$ cat src/rtl/m6809_alu16_seq.sv
// 16-bit operand sequencer for the 6809 ALU: big-endian byte moves over the 8-bit bus, one EXEC cycle, done pulse.
// Latency 4 cycles (2 for REG) plus one per bus wait cycle; stalls on mem_ack, aborts with err after TIMEOUT waits.
module m6809_alu16_seq #(
  parameter int TIMEOUT = 15
) (
  input  logic        clock,
  input  logic        reset,
  input  logic        start,
  input  logic [1:0]  kind,
  input  logic [3:0]  op,
  input  logic        op6,
  input  logic        page2,
  input  logic        page3,
  input  logic [15:0] ea,
  input  logic [15:0] reg_in,
  input  logic [15:0] imm_in,
  input  logic        c_in,
  input  logic        v_in,
  input  logic        h_in,
  output logic        mem_req,
  output logic        mem_we,
  output logic [15:0] mem_addr,
  output logic [7:0]  mem_wdata,
  input  logic [7:0]  mem_rdata,
  input  logic        mem_ack,
  output logic [15:0] alu_a,
  output logic [15:0] alu_b,
  output logic [3:0]  alu_op,
  output logic        alu_op6,
  output logic        alu_page2,
  output logic        alu_page3,
  output logic        alu_cin,
  output logic        alu_vin,
  output logic        alu_hin,
  input  logic [15:0] alu_out,
  input  logic        alu_c,
  input  logic        alu_z,
  input  logic        alu_n,
  input  logic        alu_v,
  input  logic        alu_h,
  output logic        busy,
  output logic        done,
  output logic [15:0] result,
  output logic        wb_en,
  output logic        cc_we,
  output logic        cc_c,
  output logic        cc_z,
  output logic        cc_n,
  output logic        cc_v,
  output logic        cc_h,
  output logic        err
);
  localparam int CW = (TIMEOUT > 0) ? $clog2(TIMEOUT + 1) : 1;
  localparam logic [CW-1:0] TMAX = CW'(TIMEOUT);
  localparam logic [1:0] K_LOAD = 2'd0, K_STORE = 2'd1, K_CMP = 2'd2, K_REG = 2'd3;

  typedef enum logic [2:0] {S_IDLE, S_RD_HI, S_RD_LO, S_EXEC, S_WR_HI, S_WR_LO, S_DONE} state_t;
  state_t state;

  logic [1:0]    kind_q;
  logic [3:0]    op_q;
  logic          op6_q, page2_q, page3_q, c_q, v_q, h_q;
  logic [15:0]   ea_q, reg_q, imm_q, opnd_q;
  logic [CW-1:0] wcnt;
  logic [15:0]   ea_nxt;
  logic          bus_st, in_exec, tmo;

  // EA+1 deliberately wraps at the top of the address space
  assign ea_nxt  = ea_q + 16'd1;
  assign bus_st  = state inside {S_RD_HI, S_RD_LO, S_WR_HI, S_WR_LO};
  assign in_exec = (state == S_EXEC);
  assign tmo     = (TIMEOUT != 0) && bus_st && !mem_ack && (wcnt == TMAX);
  assign busy    = (state != S_IDLE);

  // ALU is only driven during EXEC so it sees quiet inputs otherwise
  assign alu_a     = in_exec ? ((kind_q == K_LOAD) ? opnd_q : reg_q) : 16'h0000;
  assign alu_b     = in_exec ? ((kind_q == K_REG) ? imm_q : (kind_q == K_STORE) ? reg_q : opnd_q) : 16'h0000;
  assign alu_op    = in_exec ? op_q : 4'h0;
  assign alu_op6   = in_exec & op6_q;
  assign alu_page2 = in_exec & page2_q;
  assign alu_page3 = in_exec & page3_q;
  assign alu_cin   = in_exec & c_q;
  assign alu_vin   = in_exec & v_q;
  assign alu_hin   = in_exec & h_q;

  always_ff @(posedge clock or posedge reset) begin
    if (reset) begin
      state     <= S_IDLE;
      kind_q    <= 2'd0;
      op_q      <= 4'h0;
      op6_q     <= 1'b0;
      page2_q   <= 1'b0;
      page3_q   <= 1'b0;
      c_q       <= 1'b0;
      v_q       <= 1'b0;
      h_q       <= 1'b0;
      ea_q      <= 16'h0000;
      reg_q     <= 16'h0000;
      imm_q     <= 16'h0000;
      opnd_q    <= 16'h0000;
      wcnt      <= '0;
      mem_req   <= 1'b0;
      mem_we    <= 1'b0;
      mem_addr  <= 16'h0000;
      mem_wdata <= 8'h00;
      done      <= 1'b0;
      result    <= 16'h0000;
      wb_en     <= 1'b0;
      cc_we     <= 1'b0;
      cc_c      <= 1'b0;
      cc_z      <= 1'b0;
      cc_n      <= 1'b0;
      cc_v      <= 1'b0;
      cc_h      <= 1'b0;
      err       <= 1'b0;
    end else begin
      if (bus_st && !mem_ack) wcnt <= wcnt + CW'(1);
      case (state)
        S_IDLE: begin
          done  <= 1'b0;
          cc_we <= 1'b0;
          wb_en <= 1'b0;
          err   <= 1'b0;
          if (start) begin
            kind_q  <= kind;
            op_q    <= op;
            op6_q   <= op6;
            page2_q <= page2;
            page3_q <= page3;
            c_q     <= c_in;
            v_q     <= v_in;
            h_q     <= h_in;
            ea_q    <= ea;
            reg_q   <= reg_in;
            imm_q   <= imm_in;
            wcnt    <= '0;
            if (kind == K_LOAD || kind == K_CMP) begin
              state    <= S_RD_HI;
              mem_req  <= 1'b1;
              mem_we   <= 1'b0;
              mem_addr <= ea;
            end else begin
              state <= S_EXEC;
            end
          end
        end
        S_RD_HI: if (mem_ack) begin
          opnd_q[15:8] <= mem_rdata;
          mem_addr     <= ea_nxt;
          wcnt         <= '0;
          state        <= S_RD_LO;
        end
        S_RD_LO: if (mem_ack) begin
          opnd_q[7:0] <= mem_rdata;
          mem_req     <= 1'b0;
          state       <= S_EXEC;
        end
        S_EXEC: begin
          result <= alu_out;
          cc_c   <= alu_c;
          cc_z   <= alu_z;
          cc_n   <= alu_n;
          cc_v   <= alu_v;
          cc_h   <= alu_h;
          if (kind_q == K_STORE) begin
            state     <= S_WR_HI;
            mem_req   <= 1'b1;
            mem_we    <= 1'b1;
            mem_addr  <= ea_q;
            mem_wdata <= reg_q[15:8];
            wcnt      <= '0;
          end else begin
            state <= S_DONE;
            done  <= 1'b1;
            cc_we <= 1'b1;
            wb_en <= (kind_q == K_LOAD) || (kind_q == K_REG);
          end
        end
        S_WR_HI: if (mem_ack) begin
          mem_addr  <= ea_nxt;
          mem_wdata <= reg_q[7:0];
          wcnt      <= '0;
          state     <= S_WR_LO;
        end
        S_WR_LO: if (mem_ack) begin
          mem_req <= 1'b0;
          mem_we  <= 1'b0;
          state   <= S_DONE;
          done    <= 1'b1;
          cc_we   <= 1'b1;
          wb_en   <= 1'b0;
        end
        S_DONE: begin
          done  <= 1'b0;
          cc_we <= 1'b0;
          wb_en <= 1'b0;
          state <= S_IDLE;
        end
        default: state <= S_IDLE;
      endcase
      // Abort overrides the stalled bus state; an ack in the same cycle keeps tmo low
      if (tmo) begin
        err     <= 1'b1;
        mem_req <= 1'b0;
        mem_we  <= 1'b0;
        state   <= S_IDLE;
      end
    end
  end
endmodule
$ cat config.mk
export PLATFORM = sky130hd
export DESIGN_NAME = m6809_alu16_seq
export DESIGN_NICKNAME = d
export VERILOG_FILES = /design/src/rtl/m6809_alu16_seq.sv
export SDC_FILE = /design/constraint.sdc
export NUM_CORES = 1
export LEC_CHECK = 0
export CORE_AREA = 2 2 136 138
export DETAILED_ROUTE_END_ITERATION = 16
export DIE_AREA = 0 0 138 140
export PLACE_DENSITY = 0.8
export REMOVE_ABC_BUFFERS = 1
export SETUP_SLACK_MARGIN = 0.15
export SLEW_MARGIN = 20
export SYNTH_ARGS = -nofsm -noshare
export SYNTH_HDL_FRONTEND = slang
export SYNTH_SLANG_ARGS = --single-unit
$ cat constraint.sdc
create_clock -name clock -period 3.9 [get_ports clock]
set_input_delay 0.585 -clock clock [delete_from_list [all_inputs] [get_ports clock]]
set_output_delay 0.585 -clock clock [all_outputs]
set_load 0.01 [all_outputs]
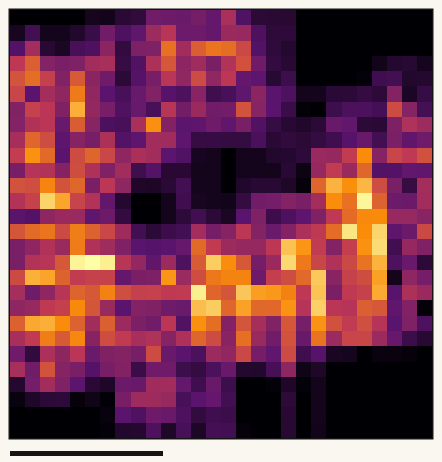
(images/wire_density.png)
Scale bar: 50 um. 28 x 28 tiles, from black (low) to pale yellow (high), scaled to the fullest tile. Values are wire area over tile area, all layers added.
mean over tiles: 0.16
fullest tile: 0.50
emptiest ninth of the die: north-east
aggregate routed wire length: 19000 um
total number of vias: 5881
total routing usage reported by global routing: 19.8%
mean routed wirelength per cell: 16.9 um

==> out/summary.json <==
{
  "vdd_drop_max": {"value": 0.465, "unit": "mV"},
  "root_buffer_cell": {"value": "clkbuf_16"},
  "detailedPlace.worstSlack": {"value": 1.03, "unit": "ns"},
  "diodes": {"value": 0},
  "netlist.top_cell.by_instances": {"value": "dfrtp_1"},
  "drc_errors": {"value": 0},
  "detail-route-antenna-nets": {"value": 0},
  "finalSetupViolations": {"value": 0},
  "min_period_over_period": {"value": 85.8, "unit": "%"},
  "drt_iter0_markers": {"value": 287},
  "final_cell_count_no_fill": {"value": 1124},
  "synth.cells.most_frequent": {"value": "dfrtp_1 (133), nand2_1 (106), mux2_2 (74), nor2_1 (74), a21oi_1 (53)"},
  "grt_pass1_vias": {"value": 5888},
  "die_area": {"value": 19300, "unit": "um2"},
  "most-common-layout-cells": {"value": "clkdlybuf4s50_1 (186), dfrtp_1 (132), nand2_1 (105)"},
  "top_level_ports": {"value": 187},
  "outcome": {"value": "finished, final reports clean"},
  "finalClockSkew": {"value": 0.0122, "unit": "ns"},
  "synth.yosys.chip_area": {"value": 7000, "unit": "um2"},
  "syn_to_final_growth": {"value": 37.8, "unit": "%"},
  "post-cts-setup-buffers": {"value": 0},
  "worst-setup-path-type": {"value": "flip-flop to primary output"},
  "rsz0062_at_grt": {"value": "no"},
  "number_of_antenna_violations_at_the_first_check_in_global_routing": {"value": 0},
  "finalCoreUtilization": {"value": 54.2, "unit": "%"},
  "tritoncts": {"value": "yes"},
  "worst-slew-pin-transition": {"value": 0.917, "unit": "ns"},
  "drt_pass1_iterations": {"value": 5},
  "final_design_area_no_fill": {"value": 9640, "unit": "um2"},
  "crit_path_max_fanout": {"value": 13},
  "vias_per_cell": {"value": 5.23},
  "cts-resized-gates": {"value": 0}
}
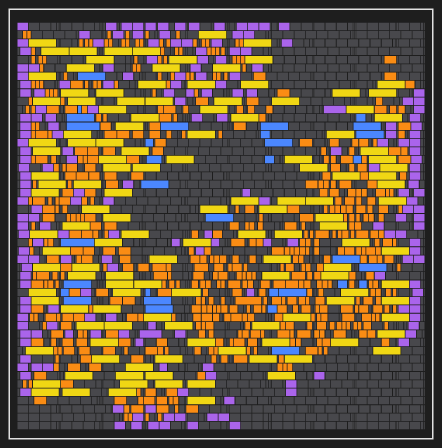
(images/cell_classes.png)
Fill, decap, tap and diode cells in gray.
[blue] clock drivers and dummy loads | cells: 32
[yellow] flip-flops | cells: 133
[purple] other buffers and delay cells | cells: 200
[orange] all other logic | cells: 530

[worst max-delay path: stages, from the launching register on]
cell	delay, ns
dfrtp_1	0.38
inv_1	0.09
ha_1	0.58
buf_12	0.25
mux2i_1	0.24
nor2_1	0.07
a21oi_1	0.14
nor2_1	0.07
clkdlybuf4s50_1	0.52
[where the power goes]
group	internal, mW	switching [mW]
sequential	2.06	0.563
clock	0.965	0.634
combinational	1.97	2.01
total	5.00	3.21
[cells by family after synthesis]
kind of cell / count (synthesis) / synth area share (%)
AND/OR/NAND/NOR: 246 / 15.7
AND-OR/OR-AND: 140 / 12.2
flip-flops: 133 / 47.6
multiplexers: 115 / 17.8
buffers and inverters: 63 / 4.18
XOR/XNOR: 13 / 1.63
adder cells (fa/ha/maj): 5 / 0.894
[metal layers]
layer	wire [um]	GRT usage, %
met5	0	0
met4	146	5.10
met3	1520	6.87
met2	9270	33.0
met1	8040	24.7
[sequential cells by signal, summed over array words and instances (netlist names), 2 cells and up]
signal     cells
reg_q         16
result        16
imm_q         16
ea_q          16
mem_wdata      8
kind_q         2
wcnt           4
state          3
mem_addr      16
op_q           4
opnd_q        16
[final timing paths]
path | from | end | slack, ns | cells past startpoint
min | result[11] | result[11] | 0.47 | 2
min in group asynchronous | reset | page2_q | 0.65 | 2
max in group asynchronous | reset | mem_addr[6] | 2.52 | 3
max reg2reg | kind_q[1] | mem_addr[0] | 1.55 | 7
min reg2reg | result[11] | result[11] | 0.47 | 2
max | kind_q[1] | alu_b[1] | 0.55 | 8
[layout make-up]
class	count	share of cell area (%)
tap	229	2.97
clock buffer	19	4.59
multi-input combinational	519	35.2
timing repair buffer	200	20.7
sequential	133	34.5
inverter	11	0.480
clock inverter	13	1.53
No activity file was given, so power comes from the tool's default toggle rates.
